$ cat src/rtl/jk_sync_counter.sv
// Synchronous up/down counter built from a bank of JK cells, with J/K excitation exported.
// Define JK_COUNTER_SAT_EN to saturate at the count boundary instead of wrapping.
module jk_sync_counter #(
    parameter int               WIDTH   = 4,
    parameter logic [WIDTH-1:0] RST_VAL = '0
) (
    input  logic             clk,
    input  logic             rst,
    input  logic             en,
    input  logic             up,
    input  logic             load,
    input  logic [WIDTH-1:0] din,
    output logic [WIDTH-1:0] q,
    output logic [WIDTH-1:0] qb,
    output logic [WIDTH-1:0] j_vec,
    output logic [WIDTH-1:0] k_vec,
    output logic             tc,
    output logic             wrap
);

`ifdef JK_COUNTER_SAT_EN
    localparam logic SAT = 1'b1;
`else
    localparam logic SAT = 1'b0;
`endif

    logic [WIDTH-1:0] tog;
    logic             ones_run;
    logic             zeros_run;
    logic             at_bound;

    // A bit toggles when every lower bit is at the carry (up) or borrow (down) value.
    always_comb begin
        tog       = '0;
        ones_run  = 1'b1;
        zeros_run = 1'b1;
        for (int i = 0; i < WIDTH; i++) begin
            tog[i]    = up ? ones_run : zeros_run;
            ones_run  = ones_run & q[i];
            zeros_run = zeros_run & ~q[i];
        end
    end

    assign at_bound = up ? (q == '1) : (q == '0);
    assign tc       = en & ~load & at_bound;

    always_comb begin
        j_vec = '0;
        k_vec = '0;
        if (load) begin
            j_vec = din;
            k_vec = ~din;
        end else if (en && !(SAT && tc)) begin
            j_vec = tog;
            k_vec = tog;
        end
    end

    // Each cell: 00 hold, 01 clear, 10 set, 11 toggle.
    always_ff @(posedge clk or posedge rst) begin
        if (rst) begin
            q    <= RST_VAL;
            wrap <= 1'b0;
        end else begin
            q    <= (j_vec & ~q) | (~k_vec & q);
            wrap <= tc & ~SAT;
        end
    end

    assign qb = ~q;

endmodule

$ cat config.mk
export PLATFORM = sky130hd
export DESIGN_NAME = jk_sync_counter
export DESIGN_NICKNAME = d
export VERILOG_FILES = /design/src/rtl/jk_sync_counter.sv
export SDC_FILE = /design/constraint.sdc
export NUM_CORES = 1
export LEC_CHECK = 0
export CELL_PAD_IN_SITES_DETAIL_PLACEMENT = 1
export CELL_PAD_IN_SITES_GLOBAL_PLACEMENT = 2
export CORE_ASPECT_RATIO = 1.5
export CORE_MARGIN = 5
export CORE_UTILIZATION = 15
export CTS_CLUSTER_SIZE = 8
export DETAILED_ROUTE_END_ITERATION = 10
export PLACE_DENSITY = 0.73
export SYNTH_ARGS = -nofsm -noshare
export SYNTH_HDL_FRONTEND = slang
export SYNTH_SLANG_ARGS = --single-unit
$ cat constraint.sdc
create_clock -name clk -period 1.2 [get_ports clk]
set_clock_uncertainty 0.05 [all_clocks]
set_input_delay 0.18 -clock clk [delete_from_list [all_inputs] [get_ports clk]]
set_output_delay 0.18 -clock clk [all_outputs]
set_load 0.03 [all_outputs]
==> run_results.csv, run 1 <==
group,metric,value,unit
synth,top_cells_by_count,"inv_1, dfrtp_1, nand2_1, nor2_1, o21ai_1",
drt,num_vias,545,
setup_path,crit_path_top_delay_cell,"dfrtp_2",
grt,grt_pass1_wl,2628,microns
pwr,power.group.top,"combinational logic",
setup_path,critical_path_class,"reg -> out",
final_timing,relSlewSlack,82.57,%
setup_path,worstPathArrival,1390,ps
floorplanning,initCoreUtil,15.60,%
finish,nNetsFinal,107,
final_timing,clock.fmax,618.7,MHz
synth,yosysMostFrequentCell,"inv_1",
drt,drt_wl_total,1571,microns
finish,finalNonFillerCells,121,
setup_path,worst-path-buf-inv,1,
grt,grt_max_degree,10,
synth,syn_nets,55,
synth,ys_warn_count,0,
placed_design,hpwl,1239,microns
finish,fill_cells,282,
run,drv_cap,0,
setup_path,slowest_delay,430,ps
synth,synth-area-yosys,377.9,sq um
drt,routedWlPerCell,12.98,microns
clocking,tritoncts,"yes",
clocking,h-tree-depth,1,
drt,ant_nets,0,
clocking,cts-buffers-inserted,3,
setup_path,crit_path_start,"q[2]$_DFF_PP0_",
floorplanning,die_area,0.003644,sq mm
synth,synthDominantCellAreaShare,33.11,%
synth,synth_stat.cells,46,
floorplanning,die_w,50.98,microns
drt,avgViaCountPerCell,4.504,
final_timing,holdWs,83.34,ps
pwr,p_leak,0.4951,nW
final_timing,worst_slack,-416.3,ps
finish,postLayoutCellArea,0.001017,sq mm
final_timing,fin_crit_sh,134.7,%
final_timing,hold_viol_final,0,
synth,synth.avg_cell_area,8.214,sq um
placed_design,dp.cells,108,
synth,synth_seq_share,33.11,%
finish,diodes,0,
setup_path,reg2regPathDepth,5,
placed_design,numPortBuffers,26,
drt,dr.pass1.iters,4,
pwr,power_clock,0.211,mW
placed_design,placed_cell_area,820.8,sq um
pwr,powerDensity,1273,mW/mm^2
pwr,p_comb_share,63.1,%
finish,final_common_cell,"buf_6",
clocking,clkSlewWorstSetupHoldPaths,50,ps
drt,drc,0,
synth,top_area_cell,"dfrtp_1",
clocking,cts_max_path_buffers,2,
clocking,cts_root_buffer,"clkbuf_4",
pwr,pg_comb,0.818,mW
floorplanning,dieHeight,71.47,microns
setup_path,critical_path_depth,4,
placed_design,gp_congestion,0.6856,
final_timing,fin_tns_setup,-3779,ps
clocking,holdBufCountCts,0,
synth,syn_inst,46,
pwr,p_seq,0.267,mW
pwr,power.total,1.295,mW
final_timing,tightest_slew,260.6,ps
pwr,p_sw,0.5525,mW
grt,overflow,0,
setup_path,cp_max_fo,4,
pwr,clkPwrFrac,16.3,%
run,tool_warnings,29,
outcome,violations,"negative setup slack",
pwr,switching_share,42.67,%
final_timing,setup_viol,17,
final_timing,rsz0062_at_grt,"true",
floorplanning,core_area,0.002422,sq mm
pwr,power_frac_seq,20.6,%
min_path,hold_class,"in -> async",
final_timing,maxSlewViolCount,0,
drt,drtIter0Drc,5,
setup_path,cp-end-kind,"output pin",
synth,synthArstFlopShare,100.0,%
synth,synth-main-ff-cell,"dfrtp_1",
synth,synth-seq-cells,5,
grt,antenna_found_initial,0,
setup_path,r2r_start,"q[1]$_DFF_PP0_",
synth,synthTopCellsByArea,"dfrtp_1, inv_1, nand2_1, o21ai_1, nor2_1",
finish,drive_above_1_share,74.23,%
finish,fin_util,41.99,%
placed_design,pre_cts_ws,-764.6,ps
synth,enable_flop_cells,0,
setup_path,path_delay_family,"flip-flops",
clocking,clk_latency,260,ps
clocking,clock-sinks,5,
setup_path,r2r-end,"q[2]$_DFF_PP0_",
grt,grt_pass1_vias,569,
floorplanning,rows,22,
setup_path,crit_chain,"nor4_4 -> o21ai_4 -> nor2_4 -> buf_6",
pwr,peakVddDrop,455.4,uV
floorplanning,io_pins,27,
setup_path,crit_required,970,ps
setup_path,crit_end,"tc",
outcome,run_status,"finished with violations",
finish,syn_to_final_growth,169.2,%
pwr,internal_power,0.7423,mW
final_timing,period_needed,1616,ps
setup_path,cp-start-kind,"register",
synth,netlist-cell-type-count,24,
grt,gr-usage-all-layers,9.536,%
finish,lay_top_cells,"buf_6, buf_4, o21ai_4, inv_1, clkdlybuf4s50_1",
setup_path,r2r_slack,-130,ps
run 1: flip-flops by register name (all words and copies together) (netlist names):
name,cells
q,4
wrap,1
run 1: worst reg2reg max path, stage by stage, from the launching register on:
cell,delay (ps)
dfrtp_2,460
nor3_4,230
o21ai_4,120
buf_6,130
buf_6,100
a211oi_2,160
run 1: timing repair:
| action | 4_1_cts | 5_1_grt |
|---|---|---|
| setup endpoints to repair | 19 | 19 |
| resized | 40 | 10 |
| pin swaps | 7 | 4 |
| setup buffers | 6 | 3 |
run 1: worst min-delay path by stage:
stage	startpoint	endpoint	slack, ps	cells after the start
floorplan	rst	q[3]$_DFF_PP0_	-90	1
global placement	rst	wrap$_DFF_PP0_	360	2
detailed placement	rst	wrap$_DFF_PP0_	360	2
CTS	rst	wrap$_DFF_PP0_	90	2
global route	rst	q[2]$_DFF_PP0_	110	2
finish	rst	q[2]$_DFF_PP0_	80	2
run 1: kinds of logic (layout without fill, tap and decap cells):
| group | Yosys count | in the layout | share of synthesized area [%] |
|---|---|---|---|
| mux | 2 | 2 | 5.629 |
| buf+inv | 9 | 60 | 11.92 |
| flops | 5 | 5 | 33.11 |
| compound gates | 13 | 13 | 24.17 |
| simple gates | 15 | 15 | 20.53 |
| xor+xnor | 2 | 2 | 4.637 |
run 1: layout make-up:
class / instances / area (sq um) / share of cell area (%)
Timing Repair Buffer: 49 / 461.7 / 45.39
Tap cell: 24 / 30.03 / 2.952
Clock buffer: 4 / 26.28 / 2.583
Sequential cell: 5 / 128.9 / 12.67
Inverter: 7 / 26.28 / 2.583
Multi-Input combinational cell: 32 / 344.1 / 33.83
run 1: layer usage:
layer,track usage [%],part of all wire (%),vias up
met4,5.114,2.7,0
li1,-,-,262
met5,0,0,-
met1,9.379,32,264
met2,16.85,58,16
met3,3.326,7.1,3
Figure 1. Close-up of the layout (run 1).
Region (0, 41) to (25, 66) microns. Cells in grey, sequential cells in the stronger grey; small squares are vias.
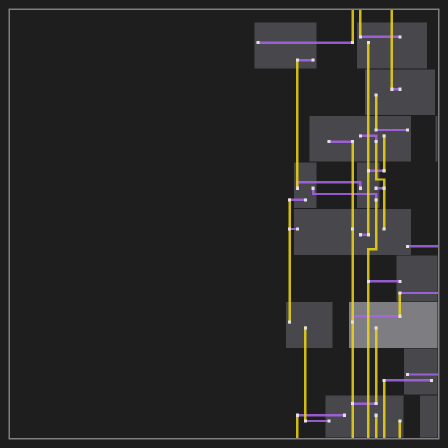
Key: metal 2 = yellow; metal 1 = purple
Most frequent: buf_6 (2), buf_4 (2). 11 logic cells have their middle in the window. Sequential cells in the window: 1. Netlist names of flops here include q (1).

Figure 2. Cells coloured by class (run 1).
(4 px per micron)
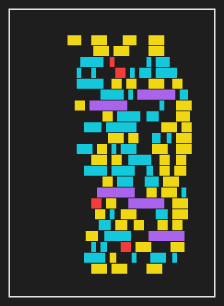
Key: clock drivers and dummy loads = red [cells 4, share of their area 2.7%]; other buffers and delay cells = yellow [cells 49, share of their area 47%]; combinational and other logic = cyan [cells 39, share of their area 38%]; flops = purple [cells 5, share of their area 13%]

Figure 3. Signal wires on met1 (run 1).
(6 px per micron)
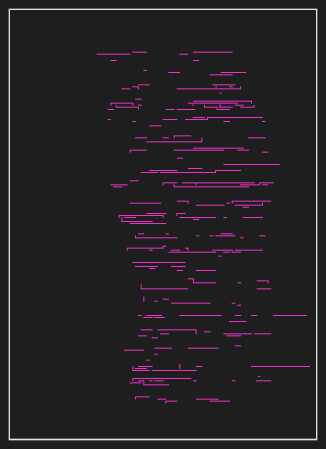
The longest straight run is 12.4 microns. The layer holds 32% of the routed length.

==> run 2, diff against run 1 <==
MAX_ROUTING_LAYER = met4   (was default)
RECOVER_POWER = 50   (was default)
Figure 4. Signal wires on met1 (run 2).
(6 px per micron)
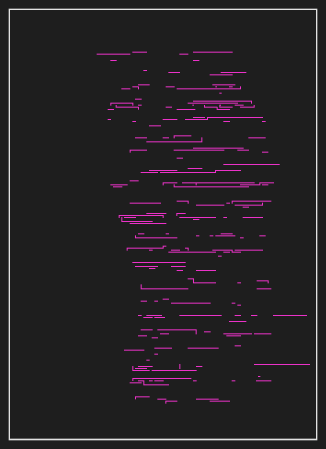
The layer holds 32% of the routed length. The wires run mostly horizontal. 90 nets have wire on it. The longest straight run is 12.4 microns.

==> run 2 against run 1 <==
The flow still finishes with violations (negative setup slack); power rose by 0.10%; non-clock buffer count did not move; worst hold slack improved by 130 ps; setup slack got worse by 2.5 ps; cell count did not move; highest routed layer unchanged; sequential share of layout area did not move; area after synthesis did not move; via count did not move; register-to-register slack barely moved; sequential power barely moved; design area did not move.
==> run_results.csv, run 2 <==
group,metric,value,unit
synth,ys_warn_count,0,
finish,postLayoutCellArea,0.001017,sq mm
drt,drtIter0Drc,5,
synth,synth-seq-cells,5,
placed_design,gp_congestion,0.6928,
drt,ant_nets,0,
clocking,clock-sinks,5,
finish,finalNonFillerCells,121,
final_timing,worst_slack,-418.8,ps
drt,drt_wl_total,1572,microns
grt,grt_busiest_layer,"met2",
finish,fill_cells,282,
floorplanning,die_area,0.003644,sq mm
clocking,cts-buffers-inserted,3,
drt,wl_met1,505,microns
grt,grt_pass1_vias,569,
synth,top_area_cell,"dfrtp_1",
placed_design,pre_cts_ws,-764.6,ps
synth,synthArstFlopShare,100.0,%
grt,gr-usage-all-layers,9.804,%
grt,grt_max_degree,10,
finish,nNetsFinal,107,
clocking,h-tree-depth,1,
synth,synth-main-ff-cell,"dfrtp_1",
synth,synth_stat.cells,46,
clocking,cts_max_path_buffers,2,
final_timing,relSlewSlack,82.57,%
synth,netlist-cell-type-count,24,
drt,wl_met3,114,microns
finish,fin_util,41.99,%
grt,antenna_found_initial,0,
floorplanning,die_w,50.98,microns
final_timing,holdWs,218.1,ps
setup_path,critical_path_class,"reg -> out",
finish,lay_top_cells,"buf_6, buf_4, o21ai_4, inv_1",
setup_path,r2r_start,"q[1]$_DFF_PP0_",
drt,routedWlPerCell,12.99,microns
synth,syn_inst,46,
finish,drive_above_1_share,74.23,%
synth,enable_flop_cells,0,
setup_path,cp_max_fo,4,
synth,top_logic_kind,"AND-OR/OR-AND gates",
setup_path,cp-end-kind,"output pin",
clocking,clk_latency,260,ps
synth,mux_share,5.629,%
min_path,hold_class,"in -> async",
clocking,holdBufCountCts,0,
synth,synth.avg_cell_area,8.214,sq um
pwr,power.total,1.296,mW
finish,syn_to_final_growth,169.2,%
finish,final_common_cell,"buf_6",
final_timing,tightest_slew,260.6,ps
drt,dr.pass1.iters,4,
drt,topRoutingLayerUsed,"met4",
drt,num_vias,545,
synth,synth_area,377.9,sq um
synth,synthAoiAreaFrac,24.17,%
placed_design,hpwl,1239,microns
grt,grt.met1_usage,9.379,%
floorplanning,dieHeight,71.47,microns
final_timing,hold_viol_final,0,
placed_design,numPortBuffers,26,
run,tool_warnings,29,
synth,syn_nets,55,
outcome,run_status,"finished with violations",
floorplanning,core_area,0.002422,sq mm
synth,synth_seq_share,33.11,%
grt,globalRouteMet2Util,16.85,%
placed_design,placed_cell_area,820.8,sq um
synth,xor_share,4.636,%
synth,synth-area-yosys,377.9,sq um
run,drv_cap,0,
synth,adder_share,0,%
drt,drc,0,
drt,dr_wl_met2,911,microns
final_timing,period_needed,1619,ps
setup_path,crit_path_start,"q[2]$_DFF_PP0_",
pwr,p_leak,0.4953,nW
synth,top_cells_by_count,"inv_1, dfrtp_1, nand2_1, nor2_1, o21ai_1",
grt,use_met3,3.326,%
finish,diodes,0,
outcome,violations,"negative setup slack",
grt,grt_pass1_wl,2628,microns
placed_design,dp.cells,108,
setup_path,cp-start-kind,"register",
pwr,powerDensity,1274,mW/mm^2
final_timing,clock.fmax,617.7,MHz
synth,yosysMostFrequentCell,"inv_1",
floorplanning,rows,22,
final_timing,maxSlewViolCount,0,
grt,overflow,0,
clocking,tritoncts,"yes",
floorplanning,io_pins,27,
final_timing,setup_viol,17,
drt,avgViaCountPerCell,4.504,
finish,largest_register_ffs,4,
final_timing,rsz0062_at_grt,"true",
finish,max_flop_register,"q",
synth,synthDominantCellAreaShare,33.11,%
synth,synthTopCellsByArea,"dfrtp_1, inv_1, nand2_1, o21ai_1, nor2_1",
final_timing,fin_crit_sh,134.9,%
clocking,cts_root_buffer,"clkbuf_4",
floorplanning,initCoreUtil,15.60,%
synth,ys_sh_simple,20.53,%
setup_path,crit_required,970,ps
pwr,peakVddDrop,460.1,uV
final_timing,fin_tns_setup,-3811,ps
finish,reg_top3,"q (4), wrap (1)",
setup_path,worstPathArrival,1390,ps
clocking,clkSlewWorstSetupHoldPaths,50,ps
==> run 2: cell types whose count changed in the layout (fill, tap and decap cells not counted) <==
cell             delta
clkdlybuf4s50_1     -1
dlygate4sd3_1       +1
==> run 2: kinds of logic (layout without fill, tap and decap cells) <==
family | count (synthesis) | count (layout)
xor+xnor | 2 | 2
compound gates | 13 | 13
mux | 2 | 2
flops | 5 | 5
simple gates | 15 | 15
buf+inv | 9 | 60
==> run 2: worst max-delay path, cell delays in order, from the launching register on <==
cell	delay (ps)
dfrtp_2	430
nor4_4	320
o21ai_4	130
nor2_4	110
buf_6	140
==> run 2: final timing paths <==
check / to / slack, ps / cells past startpoint
setup / recovery: tc / -420 / 4
hold / removal: q[2]$_DFF_PP0_ / 220 / 2
setup reg to reg: q[2]$_DFF_PP0_ / -130 / 5
hold reg to reg: q[3]$_DFF_PP0_ / 630 / 3
max in group asynchronous: q[0]$_DFF_PP0_ / 680 / 2
min in group clk: q[0]$_DFF_PP0_ / 320 / 4
==> run 2: power breakdown <==
part	switching [mW]	internal (mW)	leakage [nW]	total, mW
combinational	0.406	0.411	0.424	0.817
sequential	0.0627	0.204	0.0560	0.267
clock	0.0859	0.127	0.0150	0.213
total	0.554	0.742	0.495	1.30
==> run 2: area by class of cell <==
| class | count | area [sq um] | area share (%) |
|---|---|---|---|
| Clock buffer | 4 | 26.28 | 2.583 |
| Tap cell | 24 | 30.03 | 2.952 |
| Timing Repair Buffer | 49 | 461.7 | 45.39 |
| Sequential cell | 5 | 128.9 | 12.67 |
| Inverter | 7 | 26.28 | 2.583 |
| Multi-Input combinational cell | 32 | 344.1 | 33.83 |
==> run 2: timing repair <==
item                       in CTS  in global routing
pin swaps                       7                  4
buffers inserted                6                  3
resized                        40                 10
setup endpoints to repair      19                 19
gates cloned                    0                  0
Power figures rest on the tool's default switching activity, not on a simulated workload.
